`config.mk`:
```
export PLATFORM = sky130hd
export DESIGN_NAME = seven_seg_scan
export DESIGN_NICKNAME = d
export VERILOG_FILES = /design/src/rtl/seven_seg_pkg.sv /design/src/rtl/seg_decode.sv /design/src/rtl/seven_seg_scan.sv
export SDC_FILE = /design/constraint.sdc
export NUM_CORES = 1
export LEC_CHECK = 0
export ABC_AREA = 1
export CAP_MARGIN = 25
export CORE_ASPECT_RATIO = 0.5
export CORE_MARGIN = 8
export CORE_UTILIZATION = 46
export DETAILED_ROUTE_END_ITERATION = 6
export GPL_TIMING_DRIVEN = 0
export HOLD_SLACK_MARGIN = 0.05
export PLACE_DENSITY = 0.76
export SLEW_MARGIN = 10
export SYNTH_ARGS = -nofsm -noshare
export SYNTH_HDL_FRONTEND = slang
export SYNTH_HIERARCHICAL = 1
export SYNTH_SLANG_ARGS = --single-unit
```
`constraint.sdc`:
```
create_clock -name Clk -period 6.1 [get_ports Clk]
set_clock_uncertainty 0.1 [all_clocks]
set_input_delay 0.61 -clock Clk [delete_from_list [all_inputs] [get_ports Clk]]
set_output_delay 0.61 -clock Clk [all_outputs]
set_load 0.01 [all_outputs]
```
`src/rtl/seven_seg_pkg.sv`:
```
// Shared types and active-low segment codes for the multiplexed seven-segment driver.
package seven_seg_pkg;

    localparam int unsigned SEG_W       = 7;
    localparam int unsigned DIGIT_IDX_W = 2;
    localparam int unsigned NUM_DIGITS  = 4;
    localparam int unsigned BCD_W       = 10;

    typedef logic [SEG_W-1:0] seg_t;

    typedef enum logic [DIGIT_IDX_W-1:0] {
        DIG_ONES     = 2'd0,
        DIG_TENS     = 2'd1,
        DIG_HUNDREDS = 2'd2,
        DIG_SIGN     = 2'd3
    } digit_e;

    // Segment order {g,f,e,d,c,b,a}, a 0 lights the segment.
    localparam seg_t SEG_0     = 7'b1000000;
    localparam seg_t SEG_1     = 7'b1111001;
    localparam seg_t SEG_2     = 7'b0100100;
    localparam seg_t SEG_3     = 7'b0110000;
    localparam seg_t SEG_4     = 7'b0011001;
    localparam seg_t SEG_5     = 7'b0010010;
    localparam seg_t SEG_6     = 7'b0000010;
    localparam seg_t SEG_7     = 7'b1111000;
    localparam seg_t SEG_8     = 7'b0000000;
    localparam seg_t SEG_9     = 7'b0010000;
    localparam seg_t SEG_DASH  = 7'b0111111;
    localparam seg_t SEG_E     = 7'b0000110;
    localparam seg_t SEG_BLANK = 7'b1111111;

endpackage

```
`src/rtl/seg_decode.sv`:
```
// Combinational nibble to active-low segment decoder; non-BCD nibbles render as 'E'.
module seg_decode
    import seven_seg_pkg::*;
(
    input  logic [3:0] nibble_i,
    input  logic       blank_i,
    input  logic       dash_i,
    output logic [6:0] seg_n_o
);

    always_comb begin
        seg_n_o = SEG_BLANK;
        if (dash_i) begin
            seg_n_o = SEG_DASH;
        end else if (!blank_i) begin
            case (nibble_i)
                4'd0:    seg_n_o = SEG_0;
                4'd1:    seg_n_o = SEG_1;
                4'd2:    seg_n_o = SEG_2;
                4'd3:    seg_n_o = SEG_3;
                4'd4:    seg_n_o = SEG_4;
                4'd5:    seg_n_o = SEG_5;
                4'd6:    seg_n_o = SEG_6;
                4'd7:    seg_n_o = SEG_7;
                4'd8:    seg_n_o = SEG_8;
                4'd9:    seg_n_o = SEG_9;
                default: seg_n_o = SEG_E;
            endcase
        end
    end

endmodule

```
`src/rtl/seven_seg_scan.sv`:
```
// 4-digit common-anode scan driver: double-buffered BCD, leading-zero blanking,
// per-slot anti-ghosting blank window, frame reload only at the 3->0 digit wrap.
module seven_seg_scan
    import seven_seg_pkg::*;
#(
    parameter int unsigned REFRESH_DIV  = 100000,
    parameter int unsigned BLANK_CYCLES = 200
) (
    input  logic       Clk,
    input  logic       Rst_n,
    input  logic [9:0] bcd_in,
    input  logic       neg_in,
    input  logic       bcd_valid,
    output logic [3:0] an_n,
    output logic [6:0] seg_n,
    output logic       frame_start
);

    localparam int unsigned PRESC_W = (REFRESH_DIV > 1) ? $clog2(REFRESH_DIV) : 1;
    localparam logic [PRESC_W-1:0] PRESC_MAX = PRESC_W'(REFRESH_DIV - 1);
    localparam logic [PRESC_W-1:0] BLANK_END = PRESC_W'(BLANK_CYCLES);

    logic [PRESC_W-1:0] presc_q, presc_d;
    digit_e             idx_q, idx_d;
    logic [BCD_W-1:0]   pend_q, pend_d;
    logic               pend_neg_q, pend_neg_d;
    logic               pend_flag_q, pend_flag_d;
    logic [BCD_W-1:0]   act_q, act_d;
    logic               act_neg_q, act_neg_d;
    logic [3:0]         an_n_q, an_n_d;
    seg_t               seg_n_q, seg_n_d;
    logic               frame_start_q, frame_start_d;

    logic               tick_c;
    logic               wrap_c;
    logic [3:0]         digit_nib_c;
    logic               digit_blank_c;
    logic               digit_dash_c;
    logic [6:0]         seg_c;

    assign tick_c = (presc_q == PRESC_MAX);
    assign wrap_c = tick_c && (idx_q == DIG_SIGN);

    // Digit mux off the active buffer, feeding the single shared decoder.
    always_comb begin
        digit_nib_c   = act_q[3:0];
        digit_blank_c = 1'b0;
        digit_dash_c  = 1'b0;
        case (idx_q)
            DIG_ONES: begin
                digit_nib_c = act_q[3:0];
            end
            DIG_TENS: begin
                digit_nib_c   = act_q[7:4];
                digit_blank_c = (act_q[9:8] == 2'd0) && (act_q[7:4] == 4'd0);
            end
            DIG_HUNDREDS: begin
                digit_nib_c   = {2'b00, act_q[9:8]};
                digit_blank_c = (act_q[9:8] == 2'd0);
            end
            default: begin
                digit_blank_c = 1'b1;
                digit_dash_c  = act_neg_q;
            end
        endcase
    end

    seg_decode u_seg_decode (
        .nibble_i (digit_nib_c),
        .blank_i  (digit_blank_c),
        .dash_i   (digit_dash_c),
        .seg_n_o  (seg_c)
    );

    // Next-state: prescaler/index scan, buffer management, registered outputs.
    always_comb begin
        presc_d       = presc_q + PRESC_W'(1);
        idx_d         = idx_q;
        pend_d        = pend_q;
        pend_neg_d    = pend_neg_q;
        pend_flag_d   = pend_flag_q;
        act_d         = act_q;
        act_neg_d     = act_neg_q;
        an_n_d        = 4'b1111;
        seg_n_d       = SEG_BLANK;
        frame_start_d = 1'b0;

        if (tick_c) begin
            presc_d = '0;
            idx_d   = digit_e'(DIGIT_IDX_W'(idx_q + 1'b1));
        end

        // A strobe on the wrap tick goes straight to the active buffer.
        if (wrap_c) begin
            if (bcd_valid) begin
                act_d         = bcd_in;
                act_neg_d     = neg_in;
                pend_flag_d   = 1'b0;
                frame_start_d = 1'b1;
            end else if (pend_flag_q) begin
                act_d         = pend_q;
                act_neg_d     = pend_neg_q;
                pend_flag_d   = 1'b0;
                frame_start_d = 1'b1;
            end
        end else if (bcd_valid) begin
            pend_d      = bcd_in;
            pend_neg_d  = neg_in;
            pend_flag_d = 1'b1;
        end

        if (presc_q >= BLANK_END) begin
            an_n_d  = ~(4'b0001 << idx_q);
            seg_n_d = seg_c;
        end
    end

    always_ff @(posedge Clk or negedge Rst_n) begin
        if (!Rst_n) begin
            presc_q       <= '0;
            idx_q         <= DIG_ONES;
            pend_q        <= '0;
            pend_neg_q    <= 1'b0;
            pend_flag_q   <= 1'b0;
            act_q         <= '0;
            act_neg_q     <= 1'b0;
            an_n_q        <= 4'b1111;
            seg_n_q       <= SEG_BLANK;
            frame_start_q <= 1'b0;
        end else begin
            presc_q       <= presc_d;
            idx_q         <= idx_d;
            pend_q        <= pend_d;
            pend_neg_q    <= pend_neg_d;
            pend_flag_q   <= pend_flag_d;
            act_q         <= act_d;
            act_neg_q     <= act_neg_d;
            an_n_q        <= an_n_d;
            seg_n_q       <= seg_n_d;
            frame_start_q <= frame_start_d;
        end
    end

    assign an_n        = an_n_q;
    assign seg_n       = seg_n_q;
    assign frame_start = frame_start_q;

endmodule
```
==> run_1/sizing.png <==
Drawn at 3 px/um.
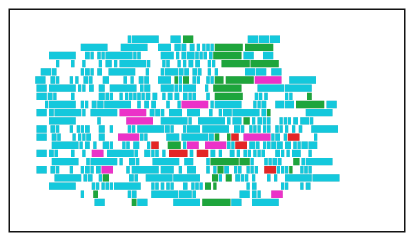
[x2] green | cells: 32 | share: 7.5%
[x6 and larger] magenta | cells: 11 | share: 2.6%
[x3 and x4] red | cells: 7 | share: 1.6%
[x1 and smaller] cyan | cells: 377 | share: 88%

==> run_1/route_heat.png <==
Drawn at 4 px/um. 26 x 15 tiles, from dark purple (low) to yellow (high), scaled to the fullest tile. Values are wire area over tile area, all layers added.
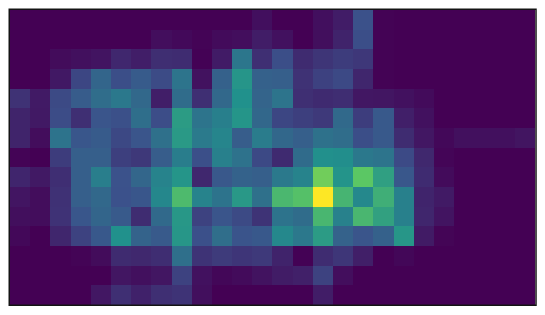
nearly empty tiles: 36%
fullest tile: 0.62
tiles over half the peak: 6.2%
mean over tiles: 0.098
densest ninth of the die: center

==> ds_physical_params.txt, run 1 <==
Physical design parameters

Parameter                              Value

Placement
  Count of input and output buffers    24
  Setup WS pre-CTS    3.79 ns
  # placed instances    511
  Detailed placer's ending HPWL    4.76 mm

Drt
  Detail-routed via count per cell    4.71
  Antenna Nets Post-Route    0
  Routed len/inst    11.8 um
  Overall routed net length    6.12 mm

Cells and area
  Sequential cell area    1370 um^2
  N_diodes    0
  Final Non-Filler Cells    519
  Combinational gate area    1390 um^2
  Filler Cell Count    641
  Final layout net count    452
  Area growth from synthesis to layout    16.7%

Clocking
  Clock tree from TritonCTS    yes
  Number of clock sinks    54
  CTS Root Buffer Type    clkbuf_16
  Number of buffers inserted by post-CTS setup repair    0
  Num CTS Buffers    5
  Clock-pin transition on the worst setup and hold timing paths    0.07 ns
  Number of gates resized after CTS    0

STA
  Setup TNS    0 ns
  Actual transition at the worst max-transition pin    0.474 ns
  Minimum clock period    2.32 ns
  Worst slew margin relative to its limit    68.4%
  Final Worst Setup Slack    3.78 ns
  Final setup fails    0
  Number of hold-slack violations in the final timing report    0
  RSZ-0062 raised after global routing    no
  Max Fclk    430 MHz
  Total count of max-transition violations in the final report    0
  Share of the clock period used by the worst path after layout    38.1%

Logic synthesis
  Fraction of the yosys area taken by sequential cells    44.6%
  Count of synthesis-stage warnings from yosys    6
  Number of instances in the synthesized netlist    394
  Post-synthesis cell type count    31
  Number of cells in the yosys synthesis report    394
  Chip area in the Yosys report    3060 um^2

Setup path
  CP Launch Type    flop
  Critical setup path kind    reg -> reg
  Arr. time, crit path    2.43 ns
  Critical Path Slowest Stage Cell    dfrtp_1
  Ordered cell list for the critical path    inv_1 -> ha_1 -> inv_1 -> nand2_1 -> nand3_1 -> inv_1 -> ha_1 -> or2_1 -> o211ai_1 -> nand2_1 -> inv_1 -> nand2_1
  Reg-to-Reg End    seg_n[0]
  Start of the worst register-to-register path    idx_q[0]
  Kind of cell adding the most delay to the critical path    simple AND/OR/NAND/NOR gates
  Crit-path most repeated cell    inv_1
  Critical path required time    6.21 ns
  Category of the worst setup path capture point    flop
  Worst path bufs/invs    4
  Count of cell instances traversed by the critical path    12

Flow run
  Reported max-cap violation count    0
  Count of warning messages emitted by the tools    36

Floorplan
  Ports    26
  Std cell rows    21
  Chip width    131 um
  Chip area    9670 um^2
  Initial Utilization    46.6%

Pwr
  P_leak    1.77 nW
  Final total power    0.000676 W

GRT
  Total GRT Usage    13.6%
  Largest net degree at the start of global routing    35
  Global-route wire length before repair    10.9 mm
  Vias in the first global route    2,386
  Number of antenna violations at the first check in global routing    0

Min path
  Type of the most critical hold path    in -> async

Run status
  Result of the run    finished, final reports clean
==> run_1/class_map.png <==
Drawn at 4 px/um.
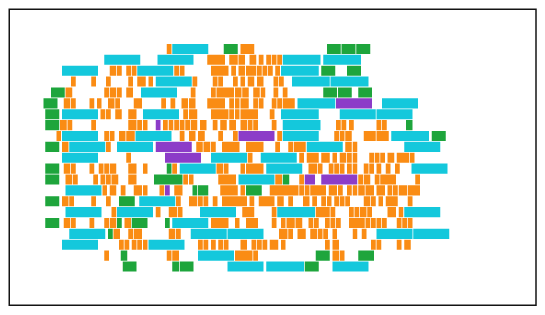
[registers] cyan | cells: 54 | share of their area: 40%
[remaining buffers and delay cells] green | cells: 38 | share of their area: 9.9%
[clock drivers and dummy loads] purple | cells: 8 | share of their area: 4.1%
[remaining logic cells] orange | cells: 327 | share of their area: 47%

run 1: logic make-up after synthesis:
kind of cell / synth area share, %
and+or+nand+nor: 34.5
buffers and inverters: 9.94
DFF: 44.6
AOI/OAI and AO/OA: 3.48
adders and majority gates: 4.91
xor gates and xnor gates: 2.58
run 1: power by group:
group          total (W)  switching (W)  internal, W
logic          0.0000360      0.0000206    0.0000153
clock network   0.000272       0.000120     0.000153
registers       0.000368     0.00000326     0.000365
run 1: final cells by class:
type | count | share of cell area (%)
sequential | 54 | 38.3
tap | 92 | 3.23
clock inverter | 1 | 0.210
buffer | 13 | 2.42
multi-input combinational | 269 | 38.9
clock buffer | 7 | 3.72
inverter | 58 | 6.10
timing repair buffer | 25 | 7.15
run 1: flip-flops by register name, summed over array words and instances (netlist names):
signal / cells
seg_n: 7
act_neg_q: 1
act_q: 10
idx_q: 2
frame_start: 1
pend_neg_q: 1
an_n: 4
pend_flag_q: 1
presc_q: 17
pend_q: 10
run 1: synth_stat cells (all sizes together):
library cell	number	area [um^2]
a21oi	3	18.8
buf	9	71.3
clkbuf	4	15.0
dfrtp	43	1080
dfstp	11	289
ha	12	150
inv	58	218
nand2	121	477
nand3	39	218
nand4	17	113
nor2	43	203
nor3	5	25.0
nor4	1	6.26
o211ai	1	7.51
o21ai	16	80.1
or2	2	12.5
xor2	9	78.8
run 1: routing by layer:
| layer | part of all wire [%] | global-route usage (%) | vias to the layer above |
|---|---|---|---|
| met2 | 47 | 23.1 | 44 |
| met1 | 49 | 17.6 | 1106 |
| met5 | 0 | 0 | - |
| met3 | 3.4 | 2.59 | 7 |
| li1 | - | - | 1289 |
| met4 | 1.2 | 3.91 | 0 |
run 1: worst reg2reg max path, cell delays in order, from the launching register on:
cell and delay (ns):
dfrtp_1 0.40, inv_1 0.11, ha_1 0.40, inv_1 0.17, nand2_1 0.07, nand3_1 0.19
inv_1 0.11, ha_1 0.20, or2_1 0.24, o211ai_1 0.08, nand2_1 0.06, inv_1 0.05
nand2_1 0.05
run 1: worst max path at each step:
stage	slack, ns	to	from
floorplan	4.04	seg_n[0]	idx_q[0]
global placement	2.75	presc_q[9]	Rst_n
detailed placement	3.79	seg_n[0]	idx_q[0]
CTS	3.76	seg_n[0]	idx_q[0]
global route	3.64	seg_n[0]	idx_q[0]
finish	3.78	seg_n[0]	idx_q[0]
run 1: layout by cell type (no fill, tap or decap), types with 2 or more instances in the layout:
master / instances
nand2_1: 114
nand3_2: 2
clkbuf_1: 6
clkbuf_16: 5
a21oi_1: 2
nor2_4: 3
dfstp_2: 11
clkdlybuf4s50_1: 23
inv_2: 5
o21ai_0: 16
nor3_1: 5
inv_1: 53
xor2_1: 9
buf_6: 4
dfrtp_1: 43
nand4_1: 16
nand2_2: 6
buf_2: 4
nand3_1: 36
ha_1: 12
nor2_1: 38
run 1: per-stage QoR:
| step | instance area, um^2 | utilization (%) | hold slack, ns |
|---|---|---|---|
| after detailed placement | 3430 | 52.2 | 0.359 |
| after global routing | 3570 | 54.3 | 0.210 |
| final | 3570 | 54.3 | 0.174 |
| after floorplan | 3060 | - | 0.214 |
| after global placement | 3410 | 52.0 | 0.355 |
| after CTS | 3570 | 54.3 | 0.186 |
==> inputs of run 2 (changes only) <==
Clock period 6.1 ns to 2.2 ns, I/O delays scaled along.
==> run_2/sizing.png <==
Drawn at 3 px/um.
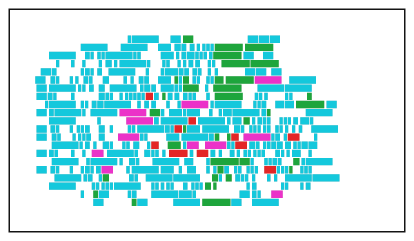
[x1 and smaller] cyan | cells: 374 | share: 87%
[x3 and x4] red | cells: 10 | share: 2.3%
[x6 and larger] magenta | cells: 11 | share: 2.6%
[x2] green | cells: 36 | share: 8.4%

==> run 2 against run 1 <==
Compared with the run above:
- sequential power rose to 2.8 times the previous value
- critical path type unchanged
- sequential share of layout area is 0.42 points lower
- first-iteration DRC count is 11% higher
- power grew to 2.8 times the previous value
==> ds_physical_params.txt, run 2 <==
Physical design parameters

Parameter                              Value

Run status
  Result of the run    finished, final reports clean (unchanged)

Clocking
  Clock-pin transition on the worst setup and hold timing paths    0.07 ns (about the same)
  CTS Root Buffer Type    clkbuf_16 (unchanged)
  Clock tree from TritonCTS    yes (unchanged)
  Num CTS Buffers    5 (unchanged)
  H-tree depth reported by CTS    2 (unchanged)
  Number of clock sinks    54 (unchanged)
  Clk ins delay skew pair    0.29 ns (was 0.28 ns)

Setup path
  Arr. time, crit path    2.20 ns (was 2.43 ns)
  Maximum fanout count along the critical path    7 (unchanged)
  Reg-to-Reg End    seg_n[0] (unchanged)
  Worst Reg2Reg Path Length in Cells    11 (was 12)
  Start of the worst register-to-register path    idx_q[0] (unchanged)
  Worst setup path startpoint    idx_q[0] (unchanged)
  Critical setup path kind    reg -> reg (unchanged)
  Category of the worst setup path capture point    flop (unchanged)
  Critical path required time    2.31 ns (was 6.21 ns)
  Capturing instance or port of the critical path    seg_n[0] (unchanged)
  CP Launch Type    flop (unchanged)

Floorplan
  Chip area    9670 um^2 (unchanged)
  Ports    26 (unchanged)
  Chip width    131 um (unchanged)
  Initial Utilization    46.6% (unchanged)
  Vertical extent of the die    73.7 um (unchanged)
  Std-Cell Core Area    6570 um^2 (unchanged)
  Std cell rows    21 (unchanged)

Drt
  DR iter-0 viols    152 (was 137)
  Routed len/inst    11.7 um (was 11.8 um)
  Iteration count of the initial detailed-routing pass    4 (unchanged)
  Detail-routed via count per cell    4.70 (was 4.71)
  Antenna Nets Post-Route    0 (unchanged)
  Vias after detailed routing    2,458 (was 2,446)
  Overall routed net length    6.13 mm (was 6.12 mm)

Logic synthesis
  Top-area cell share    35.2% (unchanged)
  Dominant cell by count in the synthesized netlist    nand2_1 (unchanged)
  Ys flop type    dfrtp_1 (unchanged)
  Proportion of register bits with asynchronous set or reset after synthesis    100% (unchanged)
  Top cell type by total area after synthesis    dfrtp_1 (unchanged)
  Floorplan net count    420 (unchanged)
  Count of synthesis-stage warnings from yosys    6 (unchanged)
  Fraction of the yosys area taken by sequential cells    44.6% (unchanged)
  Number of instances in the synthesized netlist    394 (unchanged)
  Chip area in the Yosys report    3060 um^2 (unchanged)
  Mean Syn Cell Area    7.76 um^2 (unchanged)
  Synthesis-stage register bit count    54 (unchanged)
  Number of cells in the yosys synthesis report    394 (unchanged)
  Area contributors post-synth    dfrtp_1 (35%), nand2_1 (14%), dfstp_2 (9.5%) (unchanged)
  Count of flip-flops with a built-in enable after synthesis    0 (unchanged)
  Post-synthesis cell type count    31 (unchanged)
  Most numerous cell types in the synthesized netlist    nand2_1 (114), inv_1 (53), dfrtp_1 (43) (unchanged)

GRT
  Vias in the first global route    2,388 (was 2,386)
  Largest net degree at the start of global routing    35 (unchanged)
  Number of antenna violations at the first check in global routing    0 (unchanged)
  Total GRT Usage    13.7% (was 13.6%)
  Global-route wire length before repair    10.9 mm (about the same)

Placement
  Weighted congestion at the end of routability-driven global placement    0.884 (unchanged)
  Count of input and output buffers    24 (unchanged)
  # placed instances    511 (unchanged)
  Detailed placer's ending HPWL    4.76 mm (unchanged)

Cells and area
  Register name with the most flops    presc_q (unchanged)
  Max FFs per register    17 (unchanged)
  Most frequently placed logic cells in the final layout    nand2_1 (114), inv_1 (51), dfrtp_1 (43) (was nand2_1 (114), inv_1 (53), dfrtp_1 (43))
  Final layout net count    456 (was 452)
  N_diodes    0 (unchanged)
  Top Registers    presc_q (17), act_q (10), pend_q (10) (unchanged)
  Area growth from synthesis to layout    18.0% (was 16.7%)
  Most instantiated logic cell after routing    nand2_1 (unchanged)
  Final Non-Filler Cells    523 (was 519)

STA
  Minimum clock period    2.09 ns (was 2.32 ns)
  Final setup fails    0 (unchanged)
  Share of the clock period used by the worst path after layout    94.9% (was 38.1%)
  Number of hold-slack violations in the final timing report    0 (unchanged)
  Actual transition at the worst max-transition pin    0.477 ns (was 0.474 ns)
  Worst slew margin relative to its limit    68.2% (was 68.4%)
  Total count of max-transition violations in the final report    0 (unchanged)
  Setup TNS    0 ns (unchanged)
  Max Fclk    479 MHz (was 430 MHz)

Flow run
  Count of warning messages emitted by the tools    36 (unchanged)
  Reported max-cap violation count    0 (unchanged)

Pwr
  P_leak    1.80 nW (was 1.77 nW)
  Max VDD drop    0.000461 V (was 0.000166 V)

Min path
  Type of the most critical hold path    in -> reg (was in -> async)
[run 2: cell counts after synthesis]
Identical to the previous run, type by type.
[run 2: repair_timing]
action	4_1_cts	5_1_grt
resized	3	1
setup buffers	0	3
endpoints found under the setup margin	2	3
hold buffers	1	0
hold endpoints to repair	20	0
[run 2: area by class of cell]
cell class                      instances  area, um^2
Fill cell                             632        2960
Multi-Input combinational cell        269        1400
Sequential cell                        54        1370
Timing Repair Buffer                   29         288
Inverter                               58         218
Clock buffer                            7         133
Tap cell                               92         115
Buffer                                 13        86.3
Clock inverter                          1        7.51
[run 2: kinds of logic after synthesis]
kind of cell	count (synthesis)	share of synthesized area [%]
AND-OR/OR-AND	20	3.48
XOR/XNOR	9	2.58
adder cells (fa/ha/maj)	12	4.91
buffers and inverters	71	9.94
flip-flops	54	44.6
AND/OR/NAND/NOR	228	34.5
[run 2: layer usage]
metal	part of all wire, %	vias to the layer above	track usage (%)
met5	0	-	0
met3	2.9	7	2.59
li1	-	1298	-
met1	50	1115	17.6
met2	46	38	23.1
met4	1.3	0	3.91
[run 2: power breakdown]
group / switching [W] / leakage [nW] / internal (W)
registers: 0.00000907 / 0.677 / 0.00101
clock network: 0.000333 / 0.0641 / 0.000423
logic: 0.0000573 / 1.06 / 0.0000437
total: 0.000399 / 1.80 / 0.00148
[run 2: worst min path at each step]
stage | to | slack [ns] | depth (start not counted)
floorplan | act_neg_q | -0.18 | 0
global placement | pend_q[0] | 0.35 | 2
detailed placement | pend_neg_q | 0.10 | 1
CTS | pend_q[8] | 0.19 | 4
global route | pend_q[8] | 0.23 | 4
finish | pend_q[8] | 0.19 | 4
[run 2: metrics by stage]
| step | instance area, um^2 | hold WS, ns | power, W | utilization, % | setup WS (ns) |
|---|---|---|---|---|---|
| global route | 3610 | 0.226 | 0.00196 | 54.9 | -0.00800 |
| global placement | 3410 | 0.355 | 0.00113 | 52.0 | -0.755 |
| floorplan | 3060 | -0.176 | 0.00108 | - | 0.137 |
| finish | 3610 | 0.192 | 0.00188 | 54.9 | 0.113 |
| CTS | 3590 | 0.189 | 0.00190 | 54.6 | 0.0310 |
| detailed placement | 3430 | 0.103 | 0.00114 | 52.2 | -0.114 |
[run 2: critical path, cell delays in order (launching register included)]
cell      delay (ns)
dfrtp_1         0.41
inv_2           0.08
ha_2            0.40
nand3_1         0.11
nand3_2         0.14
inv_1           0.09
ha_1            0.19
or2_1           0.24
o211ai_1        0.08
nand2_1         0.06
inv_1           0.06
nand2_1         0.05
Power figures rest on the tool's default switching activity, not on a simulated workload.
